Figure 1. Cell sizes after repair (run 1).
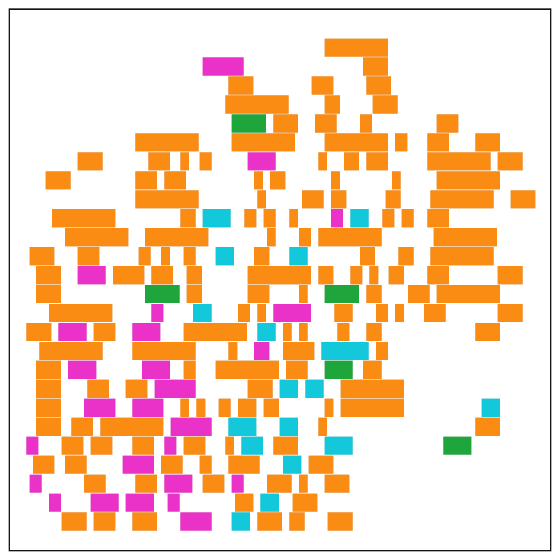
Figure 2. M2 wires (run 1).
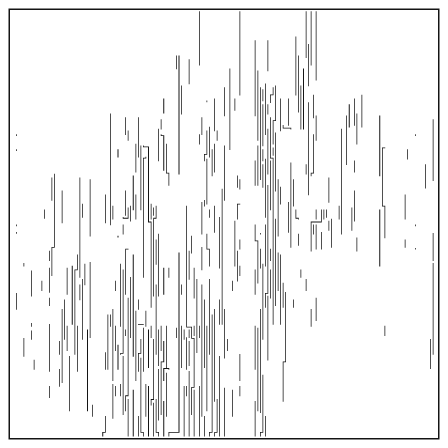
Figure 3. Gate-type map (run 1).
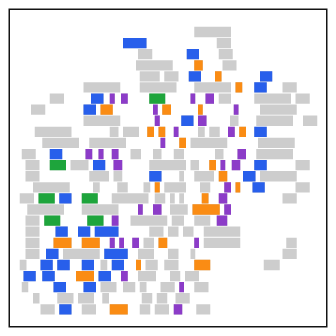
<file path="src/rtl/hazard_unit_if.sv">
// Bundle between the ID/EX pipeline registers and the hazard unit. The pipeline
// drives the instruction fields and receives the hold, bubble and flush controls.
interface hazard_unit_if #(
  parameter int CNT_W = 16
);
  logic             valid_id;
  logic [3:0]       Y_id;
  logic [3:0]       X_id;
  logic             use_y_id;
  logic             use_x_id;
  logic             fp_src_id;
  logic             fp_op_id;
  logic [3:0]       Z_id;
  logic             MR_ex;
  logic [2:0]       RW_ex;
  logic [3:0]       Z_ex;
  logic             br_taken_ex;
  logic             stall_if;
  logic             stall_id;
  logic             bubble_ex;
  logic             flush_id;
  logic             fpu_busy;
  logic [CNT_W-1:0] stall_cnt;

  modport master (
    output valid_id, Y_id, X_id, use_y_id, use_x_id, fp_src_id, fp_op_id, Z_id,
           MR_ex, RW_ex, Z_ex, br_taken_ex,
    input  stall_if, stall_id, bubble_ex, flush_id, fpu_busy, stall_cnt
  );

  modport slave (
    input  valid_id, Y_id, X_id, use_y_id, use_x_id, fp_src_id, fp_op_id, Z_id,
           MR_ex, RW_ex, Z_ex, br_taken_ex,
    output stall_if, stall_id, bubble_ex, flush_id, fpu_busy, stall_cnt
  );
endinterface

</file>
<file path="src/rtl/hazard_unit.sv">
// ID-stage interlock: load-use, FPU structural and FP RAW stalls, taken-branch
// flush, a single in-flight FPU op tracker and a saturating stall counter.
module hazard_unit #(
  parameter int FPU_LAT = 4,
  parameter int CNT_W   = 16
) (
  input  logic         clk,
  input  logic         rst_n,
  hazard_unit_if.slave hif
);
  logic [3:0]       fcnt_reg, fcnt_next;
  logic [3:0]       fdst_reg, fdst_next;
  logic             fpend_reg, fpend_next;
  logic [CNT_W-1:0] cnt_reg, cnt_next;

  logic             load_use, fp_struct, fp_raw, hazard, fpu_issue;
  logic             stall_active;
  logic [3:0]       match_reg_tbl [2];
  logic [1:0]       src_match;
  logic             unused_rw;

  // Source-operand compare against the EX destination (0) and the FPU destination (1).
  assign match_reg_tbl[0] = hif.Z_ex;
  assign match_reg_tbl[1] = fdst_reg;

  genvar gi;
  generate
    for (gi = 0; gi < 2; gi++) begin : g_match
      assign src_match[gi] = (hif.use_y_id && (hif.Y_id == match_reg_tbl[gi])) ||
                             (hif.use_x_id && (hif.X_id == match_reg_tbl[gi]));
    end
  endgenerate

  assign unused_rw = ^{hif.RW_ex[2], hif.RW_ex[0]};

  assign load_use  = hif.MR_ex && hif.RW_ex[1] && !hif.fp_src_id && src_match[0];
  assign fp_struct = hif.fp_op_id && (fcnt_reg != 4'd0);
  assign fp_raw    = hif.fp_src_id && fpend_reg && src_match[1];
  assign hazard    = hif.valid_id && (load_use || fp_struct || fp_raw);
  assign fpu_issue = hif.valid_id && hif.fp_op_id && !hazard && !hif.br_taken_ex;

  // A taken branch outranks any stall: the stalled instruction is being squashed anyway.
  assign stall_active  = hazard && !hif.br_taken_ex;
  assign hif.stall_if  = stall_active;
  assign hif.stall_id  = stall_active;
  assign hif.bubble_ex = stall_active || hif.br_taken_ex;
  assign hif.flush_id  = hif.br_taken_ex;
  assign hif.fpu_busy  = (fcnt_reg != 4'd0);
  assign hif.stall_cnt = cnt_reg;

  always_comb begin
    fcnt_next  = fcnt_reg;
    fdst_next  = fdst_reg;
    fpend_next = fpend_reg;
    if (fpu_issue) begin
      fcnt_next  = 4'(FPU_LAT);
      fdst_next  = hif.Z_id;
      fpend_next = 1'b1;
    end else if (fcnt_reg != 4'd0) begin
      fcnt_next = fcnt_reg - 4'd1;
      if (fcnt_reg == 4'd1) begin
        fpend_next = 1'b0;
      end
    end
  end

  always_comb begin
    cnt_next = cnt_reg;
    if (stall_active && (cnt_reg != {CNT_W{1'b1}})) begin
      cnt_next = cnt_reg + 1'b1;
    end
  end

  always_ff @(posedge clk or negedge rst_n) begin
    if (!rst_n) begin
      fcnt_reg  <= 4'd0;
      fdst_reg  <= 4'd0;
      fpend_reg <= 1'b0;
      cnt_reg   <= '0;
    end else begin
      fcnt_reg  <= fcnt_next;
      fdst_reg  <= fdst_next;
      fpend_reg <= fpend_next;
      cnt_reg   <= cnt_next;
    end
  end
endmodule

</file>
<file path="src/flat_wrapper.sv">
// flat-port wrapper written by rule: the top's interface ports become plain ports
module hazard_unit_flat 
#(
  parameter int FPU_LAT = 4,
  parameter int CNT_W   = 16
)
  (clk, rst_n, hif_valid_id, hif_Y_id, hif_X_id, hif_use_y_id, hif_use_x_id, hif_fp_src_id, hif_fp_op_id, hif_Z_id, hif_MR_ex, hif_RW_ex, hif_Z_ex, hif_br_taken_ex, hif_stall_if, hif_stall_id, hif_bubble_ex, hif_flush_id, hif_fpu_busy, hif_stall_cnt);
  hazard_unit_if #(.CNT_W(CNT_W)) hif_i ();
  input  logic clk;
  input  logic rst_n;
  input wire logic [$bits(hif_i.valid_id)-1:0] hif_valid_id;
  input wire logic [$bits(hif_i.Y_id)-1:0] hif_Y_id;
  input wire logic [$bits(hif_i.X_id)-1:0] hif_X_id;
  input wire logic [$bits(hif_i.use_y_id)-1:0] hif_use_y_id;
  input wire logic [$bits(hif_i.use_x_id)-1:0] hif_use_x_id;
  input wire logic [$bits(hif_i.fp_src_id)-1:0] hif_fp_src_id;
  input wire logic [$bits(hif_i.fp_op_id)-1:0] hif_fp_op_id;
  input wire logic [$bits(hif_i.Z_id)-1:0] hif_Z_id;
  input wire logic [$bits(hif_i.MR_ex)-1:0] hif_MR_ex;
  input wire logic [$bits(hif_i.RW_ex)-1:0] hif_RW_ex;
  input wire logic [$bits(hif_i.Z_ex)-1:0] hif_Z_ex;
  input wire logic [$bits(hif_i.br_taken_ex)-1:0] hif_br_taken_ex;
  output wire logic [$bits(hif_i.stall_if)-1:0] hif_stall_if;
  output wire logic [$bits(hif_i.stall_id)-1:0] hif_stall_id;
  output wire logic [$bits(hif_i.bubble_ex)-1:0] hif_bubble_ex;
  output wire logic [$bits(hif_i.flush_id)-1:0] hif_flush_id;
  output wire logic [$bits(hif_i.fpu_busy)-1:0] hif_fpu_busy;
  output wire logic [$bits(hif_i.stall_cnt)-1:0] hif_stall_cnt;
  assign hif_i.valid_id = hif_valid_id;
  assign hif_i.Y_id = hif_Y_id;
  assign hif_i.X_id = hif_X_id;
  assign hif_i.use_y_id = hif_use_y_id;
  assign hif_i.use_x_id = hif_use_x_id;
  assign hif_i.fp_src_id = hif_fp_src_id;
  assign hif_i.fp_op_id = hif_fp_op_id;
  assign hif_i.Z_id = hif_Z_id;
  assign hif_i.MR_ex = hif_MR_ex;
  assign hif_i.RW_ex = hif_RW_ex;
  assign hif_i.Z_ex = hif_Z_ex;
  assign hif_i.br_taken_ex = hif_br_taken_ex;
  assign hif_stall_if = hif_i.stall_if;
  assign hif_stall_id = hif_i.stall_id;
  assign hif_bubble_ex = hif_i.bubble_ex;
  assign hif_flush_id = hif_i.flush_id;
  assign hif_fpu_busy = hif_i.fpu_busy;
  assign hif_stall_cnt = hif_i.stall_cnt;
  hazard_unit #(.FPU_LAT(FPU_LAT), .CNT_W(CNT_W)) u_core (.clk(clk), .rst_n(rst_n), .hif(hif_i));
endmodule
</file>
<file path="config.mk">
export PLATFORM = sky130hd
export DESIGN_NAME = hazard_unit_flat
export DESIGN_NICKNAME = d
export VERILOG_FILES = /design/src/rtl/hazard_unit_if.sv /design/src/rtl/hazard_unit.sv /design/src/flat_wrapper.sv
export SDC_FILE = /design/constraint.sdc
export NUM_CORES = 1
export LEC_CHECK = 0
export CELL_PAD_IN_SITES_DETAIL_PLACEMENT = 1
export CELL_PAD_IN_SITES_GLOBAL_PLACEMENT = 2
export CORE_MARGIN = 2
export CORE_UTILIZATION = 27
export DETAILED_ROUTE_END_ITERATION = 7
export HOLD_SLACK_MARGIN = 0.06
export PLACE_DENSITY = 0.91
export SLEW_MARGIN = 20
export SYNTH_ARGS = -nofsm -noshare
export SYNTH_HDL_FRONTEND = slang
export SYNTH_SLANG_ARGS = --single-unit
</file>
<file path="constraint.sdc">
create_clock -name clk -period 2.8 [get_ports clk]
set_input_delay 0.7 -clock clk [delete_from_list [all_inputs] [get_ports clk]]
set_output_delay 0.7 -clock clk [all_outputs]
set_load 0.01 [all_outputs]
</file>
==> results.py, run 1 <==
# Auto-generated metrics
metrics = {
    "synth": {
        "ys_seq_share_pct": 42.92,
        "synth_cells": 144,
        "flop_cell": "dfrtp_1",
        "syn_area_sq_um": 1458,
        "yosys.area.top_type": "dfrtp_1",
        "synth_flops": 25,
    },
    "worst_setup_path": {
        "cp.required_ns": 2.10,
        "end_kind": "output port",
        "r2r-start": "u_core.fdst_reg[2]",
    },
    "route": {
        "firstDrtPassIters": 4,
        "route.met3.wl_microns": 92,
        "drt-total-wl_microns": 4007,
    },
    "run_status": {
        "run_status": "finished clean",
    },
    "cts": {
        "cts-buffers-inserted": 3,
        "cts_root_buffer": "clkbuf_8",
        "cts_tree": "built",
        "clk_path_buf_depth": 2,
    },
    "final_timing": {
        "drv_slew": 0,
        "fin_crit_ns": 2.725,
        "finalHoldViolCount": 0,
        "finClkSkew_ns": 0.008371,
        "fmax_mhz": 367.0,
    },
    "final_layout": {
        "drive_gt1_share_pct": 23.88,
        "n_antenna_cell": 0,
        "final_util_pct": 41.32,
        "largest_register_ff_count": 16,
        "num-fill-cells": 595,
    },
    "pwr": {
        "peakVddDrop_mv": 0.4953,
    },
    "min_path": {
        "hold_depth": 1,
        "min_from": "u_core.hif.stall_cnt[15]",
    },
    "global_routing": {
        "grt_start_max_net_pins": 26,
        "antenna_found_initial": 0,
    },
    "place": {
        "dpl.hpwl_microns": 3129,
        "place_ws_ns": -0.6874,
    },
    "floorplanning": {
        "fp.dieH_microns": 77.48,
    },
}
About Figure 1:
cyan -> _3 and _4 cells  # cells 17, share 8.5%
green -> _6 and larger  # cells 5, share 2.5%
orange -> _0 and _1 cells  # cells 153, share 76%
magenta -> _2 cells  # cells 26, share 13%
Final Cell Area: 2137 sq um
Buffers excl. clock: 58
worst setup margin: 0.07486 ns
Area Overhead vs Synth: 46.61%

About Figure 2:
nets with wire on the layer = 214
wire length on this layer = 2060 microns

About Figure 3:
blue -> XOR/XNOR gates  # cells 31, where spread over the die
purple -> NAND gates  # cells 32, where center
green -> multiplexers  # cells 6, where middle left
orange -> NOR gates  # cells 23
fin cells: 271
multi-input combinational area share: 39.29%
most common logic cell in the routed design: clkdlybuf4s50_1

-- run 1: layer usage --
layer	GRT usage (%)	vias up
met3	2.791	2
met1	18.56	627
met5	0	-
met4	1.607	0
met2	25.91	23
li1	-	614
-- run 1: worst register-to-register path: stages, from the launching register on --
cell and delay, ns:
dfrtp_1 0.44, xnor2_2 0.16, nand2_1 0.08, nor4_2 0.26, o211ai_1 0.19, and2_4 0.21, buf_4 0.19, or4_4 0.56
xnor2_2 0.14
-- run 1: power breakdown --
part | internal (W) | switching, W | leakage, nW
Combinational | 0.000309 | 0.000251 | 0.610
Clock | 0.0000999 | 0.000121 | 0.0255
Sequential | 0.000453 | 0.000106 | 0.325
-- run 1: layout make-up --
type,instances,area [sq um],share of cell area [%]
inverters,4,15.01,0.7026
clock inverters,1,5.005,0.2342
clock buffers,3,41.29,1.932
well taps,70,87.58,4.098
flip-flops and latches,25,625.6,29.27
multi-input cells,110,839.6,39.29
repair buffers,58,523.0,24.47
-- run 1: placed cells by master (no fill, tap or decap), types with 3 or more instances in the layout --
master / n
xnor2_1: 5
dfrtp_1: 25
inv_1: 4
nor4_1: 3
mux2_2: 6
nand3_1: 9
nand2_1: 14
clkbuf_8: 3
nor3_1: 8
nor2_1: 4
clkdlybuf4s15_1: 3
clkdlybuf4s50_1: 29
xor2_1: 23
nor4_2: 4
buf_4: 12
clkbuf_2: 5
clkdlybuf4s15_2: 3
nand4_1: 5
-- run 1: logic make-up after synthesis --
group           Yosys count  share of synthesized area [%]
mux                       6                          4.635
simple gates             63                          23.95
compound gates            7                          3.347
flops                    25                          42.92
xor+xnor                 31                          19.14
buf+inv                   9                          3.432
fa+ha+maj                 3                          2.575
-- run 1: repair_timing --
item	in CTS	in global routing
buffers inserted	1	0
pin swaps	11	10
setup endpoints to repair	4	3
gates resized	45	15
gates cloned	0	0
--- run 2 (diff from run 1) ---
--- a/config.mk
+++ b/config.mk
@@ -7,7 +7,7 @@
 export LEC_CHECK = 0
 export CELL_PAD_IN_SITES_DETAIL_PLACEMENT = 1
 export CELL_PAD_IN_SITES_GLOBAL_PLACEMENT = 2
-export CORE_MARGIN = 2
+export CORE_MARGIN = 5
 export CORE_UTILIZATION = 27
 export DETAILED_ROUTE_END_ITERATION = 7
 export HOLD_SLACK_MARGIN = 0.06
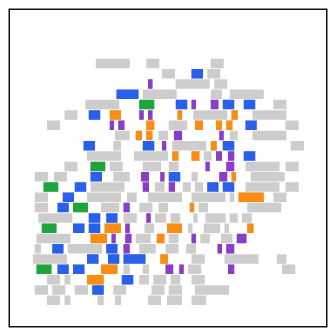
Figure 4: run 2, gate-type map.
fin cells: 270
multi-input combinational area share: 39.21%

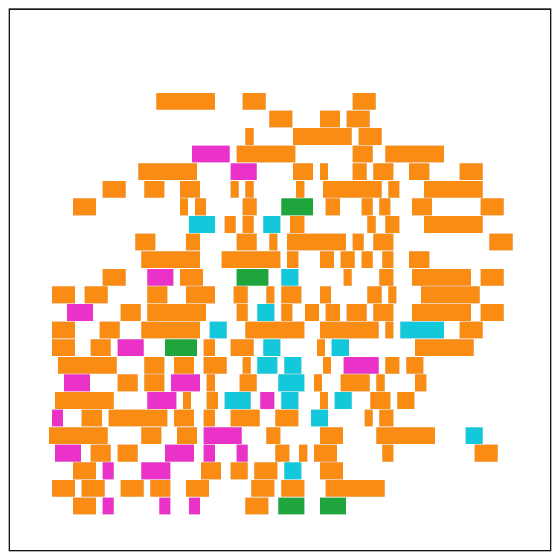
Figure 5: run 2, cell sizes after repair.
Buffers excl. clock: 57
Final Cell Area: 2122 sq um
Area Overhead vs Synth: 45.58%

==> run 2 against run 1 <==
Worst setup slack improved by 0.0061 ns. Die area grew 16%. First-iteration DRC count is 46% higher. Global-route usage shrank 2.4 points. Synthesized cell count unchanged. Clock skew shrank 0.0040 ns. Register-to-register slack worse by 0.03 ns. Hold slack got worse by 0.0043 ns. Sequential share of layout area increased by 0.21 points. Clock-buffer cell count unchanged. Largest cell class unchanged. Largest power group unchanged.
==> results.py, run 2 <==
# Auto-generated metrics
metrics = {
    "run_status": {
        "run_status": "finished clean",
    },
    "min_path": {
        "hold_depth": 1,
    },
    "pwr": {
        "peakVddDrop_mv": 0.3468,
        "pwr-share-clk_pct": 17.2,
        "seq_power_share_pct": 42.1,
        "power.internal_w": 0.0008532,
        "sw_frac_of_total_pct": 36.02,
        "share_comb_of_total_power_pct": 40.7,
        "switching_power_w": 0.0004803,
    },
    "route": {
        "drc": 0,
        "drt-total-wl_microns": 4035,
        "route.met3.wl_microns": 182,
    },
    "synth": {
        "top_logic_kind": "simple AND/OR/NAND/NOR gates",
        "ys_sh_xor_pct": 19.14,
        "yosys.area.top_type": "dfrtp_1",
        "flop_cell": "dfrtp_1",
        "synth.cellmix.compoundShare_pct": 3.348,
        "mux_share_pct": 4.635,
        "simple_gate_share_pct": 23.95,
        "synth_cells": 144,
        "syn_area_sq_um": 1458,
        "synth_flops": 25,
    },
    "global_routing": {
        "met2_usage_pct": 20.85,
        "grt_start_max_net_pins": 26,
        "busiest_layer": "met2",
        "met3_usage_pct": 2.962,
        "antenna_found_initial": 0,
        "use_met1_pct": 14.11,
    },
    "final_layout": {
        "mostFrequentLayoutCells": "clkdlybuf4s50_1 (30), dfrtp_1 (25), xor2_1 (23), nand2_1 (15), buf_4 (11)",
        "largest_register_ff_count": 16,
        "layout_top_cell": "clkdlybuf4s50_1",
        "drive_gt1_share_pct": 21.50,
        "n_antenna_cell": 0,
    },
    "place": {
        "dpl.hpwl_microns": 3206,
    },
    "worst_setup_path": {
        "r2r-start": "u_core.hif.stall_cnt[0]",
        "cp.required_ns": 2.10,
        "end_kind": "output port",
    },
    "final_timing": {
        "fin_crit_ns": 2.719,
        "drv_slew": 0,
        "finClkSkew_ns": 0.004360,
        "finalHoldViolCount": 0,
        "fmax_mhz": 367.8,
    },
    "cts": {
        "cts_resized": 37,
        "cts_setup_buffers": 0,
    },
}
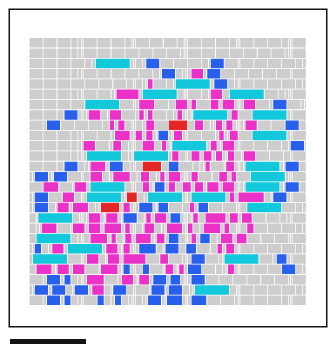
Figure 6: run 2, placed cells, one color a class.
Scale bar: 20 microns. Fill, decap, tap and diode cells in gray.
red -> clock drivers and dummy loads  # cells 4, share of their area 2.4%
blue -> other buffers and delay cells  # cells 57, share of their area 25%
cyan -> flops  # cells 25, share of their area 31%
magenta -> combinational and other logic  # cells 114, share of their area 42%
Site Rows: 26
core area: 5172 sq um
final design utilization: 41.03%
fraction of area in registers: 29.48%

run 2: layout make-up:
cell class,instances,area [sq um]
clock buffer,3,41.29
clock inverter,1,7.507
fill,590,3050
inverter,4,15.01
multi-input combinational,110,832.0
sequential,25,625.6
tap,70,87.58
timing repair buffer,57,513.0
run 2: logic make-up (layout without fill, tap and decap cells):
kind of cell | after synthesis | after routing
muxes | 6 | 6
adders and majority gates | 3 | 3
buffers and inverters | 9 | 65
DFF | 25 | 25
and+or+nand+nor | 63 | 63
AOI/OAI and AO/OA | 7 | 7
xor gates and xnor gates | 31 | 31
run 2: power groups by stage:
stage          clock network (W)  logic (W)  registers, W
2_1_floorplan                  0   0.000304      0.000551
3_3_place_gp                   0   0.000512      0.000555
3_5_place_dp                   0   0.000525      0.000562
4_1_cts                 0.000238   0.000531      0.000560
5_1_grt                 0.000258   0.000612      0.000581
6_report                0.000229   0.000543      0.000561
run 2: worst min-delay path by stage:
stage	endpoint	slack [ns]
final	u_core.hif.stall_cnt[10]	0.50
after global routing	u_core.hif.stall_cnt[10]	0.52
after CTS	u_core.hif.stall_cnt[10]	0.50
after detailed placement	u_core.hif.stall_cnt[10]	0.49
after global placement	u_core.hif.stall_cnt[10]	0.49
after floorplan	u_core.fcnt_reg[0]	0.40
run 2: per-stage QoR:
step	worst slack (ns)	instance area [sq um]	setup TNS [ns]	instances
3_5_place_dp	-0.7110	2056	-4.889	266
6_report	0.08098	2122	0	270
3_3_place_gp	-0.6131	2056	-3.372	266
4_1_cts	0.005143	2108	0	270
5_1_grt	-0.01665	2122	-0.01665	270
2_1_floorplan	0.03407	1460	0	144
run 2: worst max-delay path: stages:
cell	delay (ns)
clkdlybuf4s15_1	0.22
xor2_1	0.17
nor4_2	0.26
nand3_1	0.10
and3_4	0.18
and2_4	0.16
nor2_4	0.11
buf_6	0.11
--- run 3 (diff from run 2) ---
--- a/config.mk
+++ b/config.mk
@@ -11,7 +11,9 @@
 export CORE_UTILIZATION = 27
 export DETAILED_ROUTE_END_ITERATION = 7
 export HOLD_SLACK_MARGIN = 0.06
+export MAX_ROUTING_LAYER = met4
 export PLACE_DENSITY = 0.91
+export SKIP_LAST_GASP = 1
 export SLEW_MARGIN = 20
 export SYNTH_ARGS = -nofsm -noshare
 export SYNTH_HDL_FRONTEND = slang
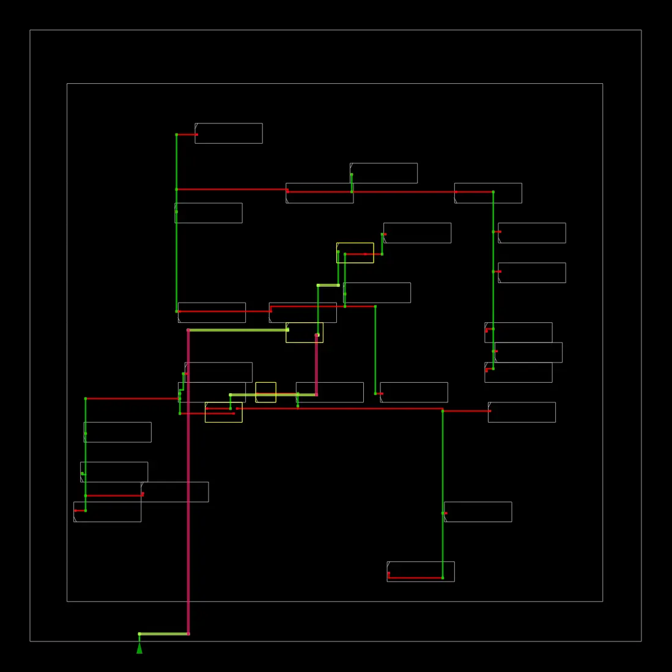
Figure 7: run 3, clock nets.
total CTS buffers: 3
total clock sinks: 25
Late-Pin Clk Latency: 0.28 ns
clk_skew: 0.004454 ns

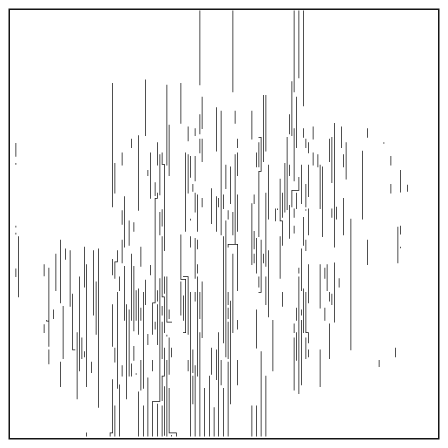
Figure 8: run 3, M2 wires.
grt met2 use: 20.92%
Routed WL: 4044 microns
total number of vias: 1235

==> run 3 against run 2 <==
Clock skew is essentially flat. Non-clock buffer count is the same. Combinational power is essentially flat. Global-route usage grew 0.31 points. Utilization grew 0.19 points.
==> results.py, run 3 <==
# Auto-generated metrics
metrics = {
    "worst_setup_path": {
        "cp.required_ns": 2.10,
        "slowest_delay_ns": 0.26,
        "slowest_stage": "nor4_2",
        "crit_path_cell_trace": "clkdlybuf4s15_1 -> xor2_1 -> nor4_2 -> nand3_1 -> and3_4 -> and2_4 -> nor2_4 -> buf_6",
        "r2r-start": "u_core.hif.stall_cnt[0]",
        "end_kind": "output port",
    },
    "synth": {
        "yosys.area.top_type": "dfrtp_1",
        "ys_seq_share_pct": 42.92,
        "ys_sh_xor_pct": 19.14,
        "simple_gate_share_pct": 23.95,
        "synth.cellmix.compoundShare_pct": 3.348,
    },
    "final_layout": {
        "top_area_cell_class": "combinational gates",
        "seq_area_sq_um": 625.6,
        "n_antenna_cell": 0,
        "nClkBuffers": 3,
        "layout_top_cell": "clkdlybuf4s50_1",
        "buffers_excl_clock": 57,
        "mostFrequentLayoutCells": "clkdlybuf4s50_1 (30), dfrtp_1 (25), xor2_1 (23), nand2_1 (15), buf_4 (11)",
    },
    "pwr": {
        "peakVddDrop_mv": 0.3468,
    },
    "final_timing": {
        "fin_crit_ns": 2.732,
        "finalHoldViolCount": 0,
        "fmax_mhz": 366.1,
    },
    "run_status": {
        "run_status": "finished clean",
    },
    "cts": {
        "cts_root_buffer": "clkbuf_8",
    },
    "place": {
        "dpl.hpwl_microns": 3206,
    },
    "floorplanning": {
        "core_area_sq_um": 5172,
        "fp.dieH_microns": 83.48,
    },
    "min_path": {
        "hold_depth": 1,
        "hold_end": "u_core.hif.stall_cnt[10]",
    },
}
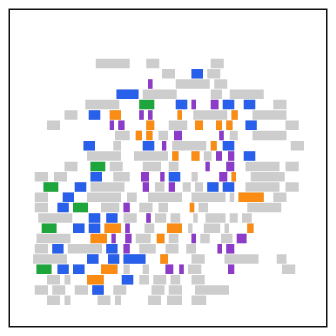
Figure 9: run 3, gate-type map.
green -> multiplexers  # cells 6
blue -> XOR/XNOR gates  # cells 31
purple -> NAND gates  # cells 32
orange -> NOR gates  # cells 23
multi-input combinational area share: 39.03%

-- run 3: cell counts after synthesis --
Identical to the previous run, type by type.
-- run 3: what timing repair did --
item / 4_1_cts / 5_1_grt
setup buffers: 0 / 0
endpoints found under the setup margin: 5 / 3
pin swaps: 7 / 10
resized: 37 / 16
-- run 3: where the power goes --
| group | internal (W) | switching [W] |
|---|---|---|
| registers | 0.000453 | 0.000108 |
| clock network | 0.000101 | 0.000128 |
| logic | 0.000300 | 0.000244 |
| total | 0.000854 | 0.000480 |
-- run 3: critical path, delay by kind of cell --
family        cells  cell delay [ns]
buf+inv           2             0.32
xor+xnor          1             0.19
simple gates      5             0.81
-- run 3: metrics by stage --
stage,utilization [%],setup WS [ns],hold WS [ns],cells
after floorplan,-,0.03407,0.4044,144
after global placement,39.74,-0.6131,0.4862,266
after detailed placement,39.74,-0.7110,0.4878,266
after CTS,40.76,0.005143,0.5019,270
after global routing,41.22,-0.01666,0.5210,270
final,41.22,0.06823,0.4978,270
-- run 3: worst max-delay path by stage --
stage | endpoint | slack (ns) | depth (start not counted)
finish | hif_stall_id | 0.07 | 8
CTS | hif_stall_id | 0.005 | 8
detailed placement | hif_stall_id | -0.71 | 8
global route | hif_bubble_ex | -0.02 | 9
global placement | hif_stall_id | -0.61 | 8
floorplan | hif_stall_if | 0.03 | 9
-- run 3: routing by layer --
metal / part of all wire, % / wire [microns] / track usage [%]
met5: 0 / 0 / -
met4: 2.3 / 92 / 4.971
met3: 3.8 / 152 / 2.567
met2: 51 / 2059 / 20.92
met1: 43 / 1739 / 14.23
-- run 3: logic make-up after synthesis --
family / Yosys count
AND-OR/OR-AND: 7
XOR/XNOR: 31
adder cells (fa/ha/maj): 3
buffers and inverters: 9
flip-flops: 25
multiplexers: 6
AND/OR/NAND/NOR: 63
Power figures rest on the tool's default switching activity, not on a simulated workload.
